## config.mk

```make
export PLATFORM = sky130hd
export DESIGN_NAME = spi_prog_loader
export DESIGN_NICKNAME = d
export VERILOG_FILES = /design/src/rtl/spi_loader_pkg.sv /design/src/rtl/spi_loader_shift.sv /design/src/rtl/spi_prog_loader.sv
export SDC_FILE = /design/constraint.sdc
export NUM_CORES = 1
export LEC_CHECK = 0
export CAP_MARGIN = 15
export CORE_ASPECT_RATIO = 0.5
export CORE_MARGIN = 1.5
export CORE_UTILIZATION = 40
export DETAILED_ROUTE_END_ITERATION = 8
export GPL_TIMING_DRIVEN = 1
export PLACE_DENSITY = 0.71
export SYNTH_ARGS = -nofsm -noshare
export SYNTH_HDL_FRONTEND = slang
export SYNTH_SLANG_ARGS = --single-unit
export TNS_END_PERCENT = 5
```

## constraint.sdc

```tcl
create_clock -name clk_i -period 3.2 [get_ports clk_i]
set_input_delay 0.48 -clock clk_i [delete_from_list [all_inputs] [get_ports clk_i]]
set_output_delay 0.48 -clock clk_i [all_outputs]
set_load 0.02 [all_outputs]
```

## src/rtl/spi_loader_pkg.sv

```systemverilog
// Shared types and constants for the SPI program loader.
package spi_loader_pkg;

  // Frame/loader states. DONE is absorbing once the terminator word arrives.
  typedef enum logic [2:0] {
    IDLE,
    ARM,
    SHIFT,
    HOLD,
    DONE
  } loader_state_e;

  // Default terminator word that ends a load.
  localparam logic [31:0] END_WORD_DEF = 32'h0000_0FFF;

endpackage

```

## src/rtl/spi_loader_shift.sv

```systemverilog
// Serial-in shift register with bit counter. Raises word_valid_o for one cycle
// after the edge that samples the last bit, while word_o holds the full word.
module spi_loader_shift
  import spi_loader_pkg::*;
#(
  parameter int unsigned DATA_WIDTH = 32
) (
  input  logic                  clk_i,
  input  logic                  rst_i,
  input  logic                  clear_i,
  input  logic                  shift_en_i,
  input  logic                  mosi_i,
  output logic [DATA_WIDTH-1:0] word_o,
  output logic                  last_bit_o,
  output logic                  word_valid_o
);

  localparam int unsigned CntW = $clog2(DATA_WIDTH + 1);

  logic [CntW-1:0]       cnt_q, cnt_d;
  logic [DATA_WIDTH-1:0] shreg_q, shreg_d;
  logic                  valid_q, valid_d;

  // Next-state for shift register, counter and the completion pulse.
  always_comb begin
    cnt_d      = cnt_q;
    shreg_d    = shreg_q;
    last_bit_o = shift_en_i && (cnt_q == CntW'(DATA_WIDTH - 1));
    valid_d    = last_bit_o;
    if (clear_i) begin
      cnt_d = '0;
    end else if (shift_en_i) begin
      shreg_d = {shreg_q[DATA_WIDTH-2:0], mosi_i};
      cnt_d   = cnt_q + CntW'(1);
    end
  end

  // State registers.
  always_ff @(posedge clk_i or posedge rst_i) begin
    if (rst_i) begin
      cnt_q   <= '0;
      shreg_q <= '0;
      valid_q <= 1'b0;
    end else begin
      cnt_q   <= cnt_d;
      shreg_q <= shreg_d;
      valid_q <= valid_d;
    end
  end

  assign word_o       = shreg_q;
  assign word_valid_o = valid_q;

endmodule

```

## src/rtl/spi_prog_loader.sv

```systemverilog
// Serial program loader: frames 32-bit words from spi_ss/spi_mosi and writes
// them through a one-entry buffered port to consecutive SRAM word addresses.
module spi_prog_loader
  import spi_loader_pkg::*;
#(
  parameter int unsigned           DATA_WIDTH = 32,
  parameter int unsigned           ADDR_WIDTH = 10,
  parameter logic [DATA_WIDTH-1:0] END_WORD   = DATA_WIDTH'(END_WORD_DEF)
) (
  input  logic                  clk_i,
  input  logic                  rst_i,
  input  logic                  spi_ss,
  input  logic                  spi_mosi,
  output logic                  mem_req_o,
  input  logic                  mem_gnt_i,
  output logic [ADDR_WIDTH-1:0] mem_addr_o,
  output logic [DATA_WIDTH-1:0] mem_wdata_o,
  output logic                  busy_o,
  output logic                  done_o,
  output logic                  err_o,
  output logic [ADDR_WIDTH:0]   word_cnt_o
);

  localparam logic [ADDR_WIDTH:0] Capacity = {1'b1, {ADDR_WIDTH{1'b0}}};

  loader_state_e         state_q, state_d;
  logic                  req_q, req_d;
  logic [ADDR_WIDTH-1:0] addr_q, addr_d;
  logic [DATA_WIDTH-1:0] wdata_q, wdata_d;
  logic [ADDR_WIDTH:0]   cnt_q, cnt_d, cnt_eff;
  logic                  done_q, done_d;
  logic                  err_q, err_d;

  logic                  grant;
  logic                  shift_clear;
  logic                  shift_en;
  logic                  last_bit;
  logic                  word_valid;
  logic                  is_end;
  logic [DATA_WIDTH-1:0] word;

  assign grant       = req_q & mem_gnt_i;
  assign shift_clear = (state_q == ARM);
  assign shift_en    = (state_q == SHIFT) && !spi_ss;
  assign is_end      = word_valid && (word == END_WORD);

  spi_loader_shift #(
    .DATA_WIDTH(DATA_WIDTH)
  ) u_shift (
    .clk_i       (clk_i),
    .rst_i       (rst_i),
    .clear_i     (shift_clear),
    .shift_en_i  (shift_en),
    .mosi_i      (spi_mosi),
    .word_o      (word),
    .last_bit_o  (last_bit),
    .word_valid_o(word_valid)
  );

  // Frame FSM next-state; the terminator overrides everything and parks in DONE.
  always_comb begin
    state_d = state_q;
    unique case (state_q)
      IDLE:    if (!spi_ss) state_d = ARM;
      ARM:     state_d = spi_ss ? IDLE : SHIFT;
      SHIFT: begin
        if (spi_ss)        state_d = IDLE;
        else if (last_bit) state_d = HOLD;
      end
      HOLD:    if (spi_ss) state_d = IDLE;
      DONE:    state_d = DONE;
      default: state_d = IDLE;
    endcase
    if (is_end) state_d = DONE;
  end

  // Pending buffer, pointer and sticky flags.
  always_comb begin
    req_d   = req_q;
    addr_d  = addr_q;
    wdata_d = wdata_q;
    cnt_d   = cnt_q;
    done_d  = done_q;
    err_d   = err_q;
    // A grant this cycle retires the pending write before a new word is judged.
    cnt_eff = cnt_q + {{ADDR_WIDTH{1'b0}}, grant};

    if (grant) begin
      req_d = 1'b0;
      cnt_d = cnt_eff;
    end

    if ((state_q == SHIFT) && spi_ss) err_d = 1'b1;

    if (word_valid) begin
      if (is_end) begin
        done_d = 1'b1;
      end else if (cnt_eff == Capacity) begin
        err_d = 1'b1;
      end else if (!req_q || grant) begin
        req_d   = 1'b1;
        addr_d  = cnt_eff[ADDR_WIDTH-1:0];
        wdata_d = word;
      end else begin
        err_d = 1'b1;
      end
    end
  end

  // State registers.
  always_ff @(posedge clk_i or posedge rst_i) begin
    if (rst_i) begin
      state_q <= IDLE;
      req_q   <= 1'b0;
      addr_q  <= '0;
      wdata_q <= '0;
      cnt_q   <= '0;
      done_q  <= 1'b0;
      err_q   <= 1'b0;
    end else begin
      state_q <= state_d;
      req_q   <= req_d;
      addr_q  <= addr_d;
      wdata_q <= wdata_d;
      cnt_q   <= cnt_d;
      done_q  <= done_d;
      err_q   <= err_d;
    end
  end

  assign mem_req_o   = req_q;
  assign mem_addr_o  = addr_q;
  assign mem_wdata_o = wdata_q;
  assign busy_o      = (state_q == ARM) || (state_q == SHIFT) || (state_q == HOLD) || req_q;
  assign done_o      = done_q;
  assign err_o       = err_q;
  assign word_cnt_o  = cnt_q;

endmodule

```

==> impl_metrics.yaml <==
# generated from flow reports
cells_and_area:
  clockBufferCount: 11
  antenna_cells: 0
  fillers: 909
  drive_gt1_share_pct: 18.0
  n_all_buffers: 81
  num-multi-input-gates: 261
job:
  warnings: 26
sta:
  setup_ws_ns: 0.337
  rsz0062_at_grt: "false"
  timing.setup.tns_ns: 0
  fmax_mhz: 349
  setup_viol: 0
floorplan:
  die_w_um: 151
  die_area_mm2: 0.0116
  fp.dieH_um: 77.0
yosys:
  ys_types: 43
  async_reset_ff_share_pct: 100
  ys_sh_mux_pct: 14.6
  synth_warnings: 0
  flop_cell: "dfrtp_1"
  synthMostInstantiatedCell: "nand2_1"
  largest_area_cell: "dfrtp_1"
clocking:
  clock_sinks: 98
  hold_buffers: 0
power:
  power_combinational_w: 0.000140
  p_seq_w: 0.00133
  internal_power_w: 0.00195
  power_frac_comb_pct: 5.5
  clk-power_w: 0.00107
  pwr-share-seq_pct: 52.3
worst_setup_path:
  reg2reg_setup_slack_ns: 0.44
  timing.critical_path.mode_cell: "ha_1"
  cp-start-kind: "input port"
  r2r-start: "mem_req_o"
  r2r_end: "mem_wdata_o[17]"
  critical_path_buf_inv_count: 4
  cpLargestDelayFamily: "buffers and inverters"
  cpPeakStageDelay_ns: 0.45
detailed_routing:
  drt_iter0_drc: 136
  wl_met3_um: 309
  met1_length_um: 4310
  drt_pass1_iterations: 4
  via_per_inst: 4.96
run_status:
  outcome: "finished, final reports clean"
grt:
  grtUsageMet2_pct: 26.2
  grt_pass1_vias: 2947
  overflow: 0
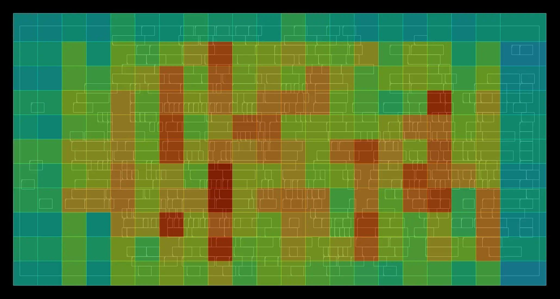
(routing congestion)
wire per inst: 14.7 um
Total GRT Usage: 16.7%
met1 Use GR: 22.3%
met3 GRT Util: 4.05%

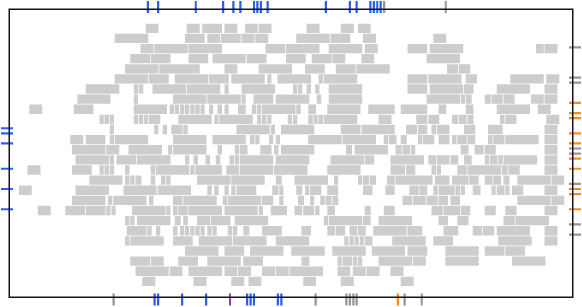
(pin map)
Pins as bars across the die edge, other pins in gray.
[`spi_mosi`] purple | pins: 1 | direction: input | edge: south
[`mem_wdata_o`] blue | pins: 32 | direction: output | edge: 17 north, 9 south, 6 west
[`word_cnt_o`] orange | pins: 11 | direction: output | edge: 10 east, 1 south
all pins by edge: 19 south, 19 north, 18 east, 6 west

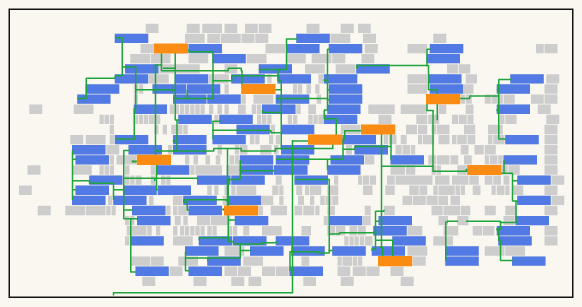
(routed clock nets over the placement)
[flip-flops] blue | count: 98
[clock wires] green | length: 1,100 um
[clock-net drivers] orange | count: 9
flops lie: all over the die
routed clock nets: 10

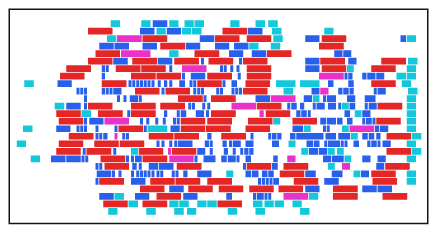
(cells colored by class)
[remaining buffers and delay cells] cyan | cells: 81
[registers] red | cells: 98
[clock drivers and dummy loads] magenta | cells: 16
[remaining logic cells] blue | cells: 267
Final Instance Area: 0.00555 mm^2
row cnt: 26
Core ar.: 0.0104 mm^2
Seq/total area: 44.2%

Power is estimated from default activity; no workload was simulated.
